==> config.mk <==
export PLATFORM = sky130hd
export DESIGN_NAME = ftdi_245fifo_slave_flat
export DESIGN_NICKNAME = d
export VERILOG_FILES = /design/src/rtl/ftdi_245fifo_slave_if.sv /design/src/rtl/ftdi_245fifo_slave.sv /design/src/flat_wrapper.sv
export SDC_FILE = /design/constraint.sdc
export NUM_CORES = 1
export LEC_CHECK = 0
export ABC_AREA = 0
export CAP_MARGIN = 20
export CORE_ASPECT_RATIO = 1.75
export CORE_UTILIZATION = 54
export CTS_CLUSTER_SIZE = 20
export DETAILED_ROUTE_END_ITERATION = 10
export PLACE_DENSITY = 0.82
export SLEW_MARGIN = 20
export SYNTH_ARGS = -nofsm -noshare
export SYNTH_HDL_FRONTEND = slang
export SYNTH_SLANG_ARGS = --single-unit
export TNS_END_PERCENT = 10
==> constraint.sdc <==
create_clock -name clk -period 2.8 [get_ports clk]
set_input_delay 0.42 -clock clk [delete_from_list [all_inputs] [get_ports clk]]
set_output_delay 0.42 -clock clk [all_outputs]
set_load 0.01 [all_outputs]
**Run 1: selected gate families**

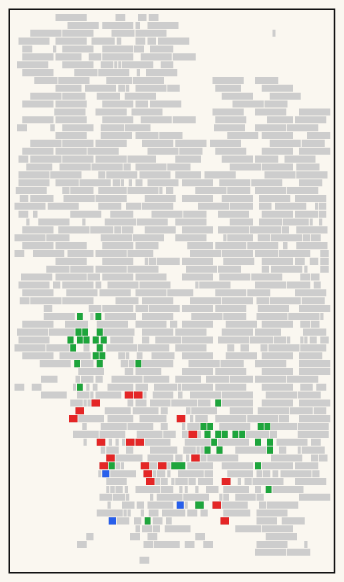
family	color	cells
non-inverting ao/oa cells	blue	3
and/or cells	green	40
xor and xnor cells	red	20
most frequent standard cell in the layout excluding fill and tap cells: edfxtp_1
Post-Layout Cell Count: 923
share of the final layout cell area in multi-input gates: 21.7%

**Run 1: metal 2**

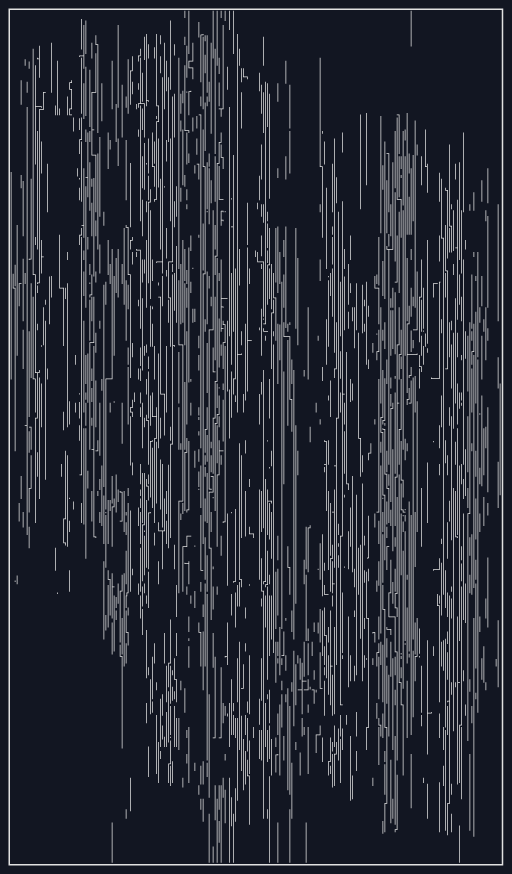
longest straight run	97.2 µm
main direction	vertical
via total after detailed routing: 5,518
final wirelength: 22.0 mm
met2 demand-to-capacity share in global routing: 40.7%

**Run 1: local utilization**

11 x 19 tiles, from white (low) to dark blue (high), 0 to 100% covered.
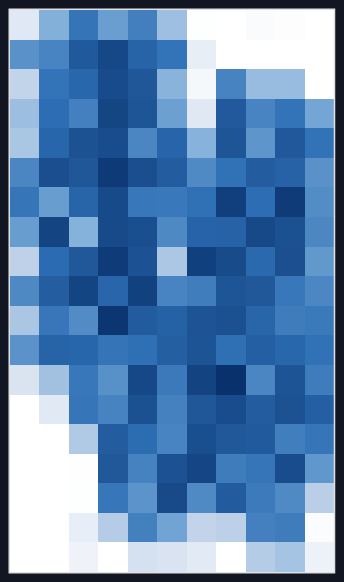
fullest tile	100%
tiles over 75% full	39%
nearly empty tiles	12%
emptiest ninth of the die	south-west
initial standard-cell utilization of the core: 54.8%
utilization after layout: 63.5%
core area: 20,800 µm²

==> run notes, run 1 <==
Synthesis and place-and-route results.

- Entering global routing, the biggest net connects 36 pins.
- The number of warnings the tools reported is 37.
- The final layout net count is 701.
- After synthesis, flip-flops and latches occupy 73.9% of the total area.
- In the post-synthesis netlist, the cell with the most instances is edfxtp_1.
- The register-to-register setup slack is -0.03 ns.
- The internal portion of total power is ~9.6 mW.
- The largest single stage delay on the critical path is around 0.49 ns.
- After detailed routing, the met2 layer carries 12.8 mm of wire.
- The combined global-route utilization of all metal layers is 21.1%.
- The cell-mix breakdown from Yosys lists the XOR/XNOR area share as 1.53%.
- Tap insertion was completed with 252 tapcells.
- The number of endpoints failing setup at the final stage is 2.
- The DRC violation count after routing is 3.
- The flow ran to the end, but the final reports show violations.
- The number of distinct standard cells referenced by the synthesized netlist is 40.
- The part of the power in the clock network is 23.1%.
- The library cells used most frequently in the layout, excluding fill and tap cells, are edfxtp_1 (256), mux4_2 (64), and2_1 (30).
- The count of inverters not on the clock network in the layout is 24.
- The I/O pin count is slightly below 50.
- The average vias per placed instance is approximately 6.
- In the post-route analysis, the smallest setup slack over all paths is -0.0474 ns.
- The worst IR drop on VDD is approximately 670 µV.
- The number of gates resized after CTS was 35.
- The final reports fail on design-rule violations, negative setup slack.
- The area after detailed placement is 12,200 µm².
- Static timing analysis puts the maximum clock frequency at 351 MHz.
- The data-path buffer share of cell area in the final layout is roughly 5.6%.
- The synthesized instance count is 575.
- The number of buffers created by CTS is 25.
--- run 2 (diff from run 1) ---
--- a/config.mk
+++ b/config.mk
@@ -9,7 +9,7 @@
 export CAP_MARGIN = 20
 export CORE_ASPECT_RATIO = 1.75
 export CORE_UTILIZATION = 54
-export CTS_CLUSTER_SIZE = 20
+export CTS_CLUSTER_SIZE = 14
 export DETAILED_ROUTE_END_ITERATION = 10
 export PLACE_DENSITY = 0.82
 export SLEW_MARGIN = 20
==> run 2 against run 1 <==
  * The flow still finishes with violations (design-rule violations, negative setup slack)
  * Cell count is 0.98% lower
  * Maximum frequency rose by 1.0%
  * Total power down 1.6%
  * Non-clock buffer count decreased by 2
  * Via count down 0.76%
  * Critical path type is now reg2reg
==> run notes, run 2 <==
Synthesis and place-and-route results.

- The average vias per placed instance is 5.99.
- Among all stages on the critical path, the maximum delay recorded is between 0.4 and 0.5 ns.
- The part of the power in the clock network is 22.1%.
- The floorplan core density is between 50 and 60%.
- The multi-input combinational area share is between 20% and 30%.
- Looking at the gate-level netlist, the highest instance count belongs to edfxtp_1.
- The final reports fail on design-rule violations, negative setup slack.
- The logs give a warning total of 37.
- Summing all placed instances gives a cell area of between 10,000 and 15,000 µm².
- The number of endpoints failing setup at the final stage is 1.
- The most frequent standard cell in the layout excluding fill and tap cells is edfxtp_1.
- Static timing analysis puts the maximum clock frequency at 355 MHz.
- After synthesis, the netlist uses approximately 40 different library cells.
- The final worst slack is -0.0179 ns.
- Per the synthesis report, the XOR/XNOR share of the synthesized area is 1.53%.
- 49 I/O pins were placed.
- TritonRoute reported its final design rule violation total as 3.
- In this run the register-to-register setup slack is -0.02 ns.
- The tap cell instance count is 252.
- Entering global routing, the biggest net connects 36 pins.
- At the end of the flow, the number of nets in the layout was 699.
- The run finished, with violations left.
- Per the cell usage report, the commonest logic cells after layout are edfxtp_1 (256), mux4_2 (64), and2_1 (30).
- The worst IR drop on VDD is 642 µV.
- Once layout is complete, the cells apart from fillers number 914.
**Run 2: routed metal, one color a layer**

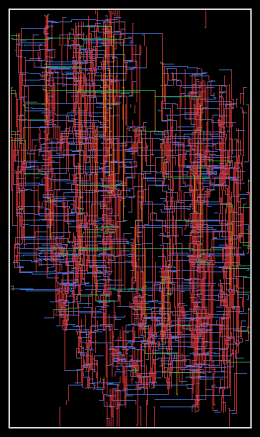
layer	color	wire length
M4	orange	952 µm
M1	blue	7,400 µm
M2	red	12,900 µm
M3	green	722 µm
via total after detailed routing: 5,476
final wirelength: 22.0 mm
GR Util All Layers: 21.3%
WL per Instance: 24.1 µm

**Run 2: routing congestion map**

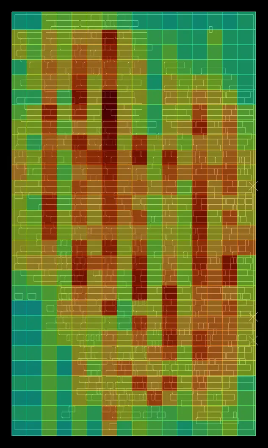
met2 demand-to-capacity share in global routing: 41.3%
GR met3 Demand/Resource: 2.65%
GR Layer Usage met1: 21.8%

Power figures rest on the tool's default switching activity, not on a simulated workload.
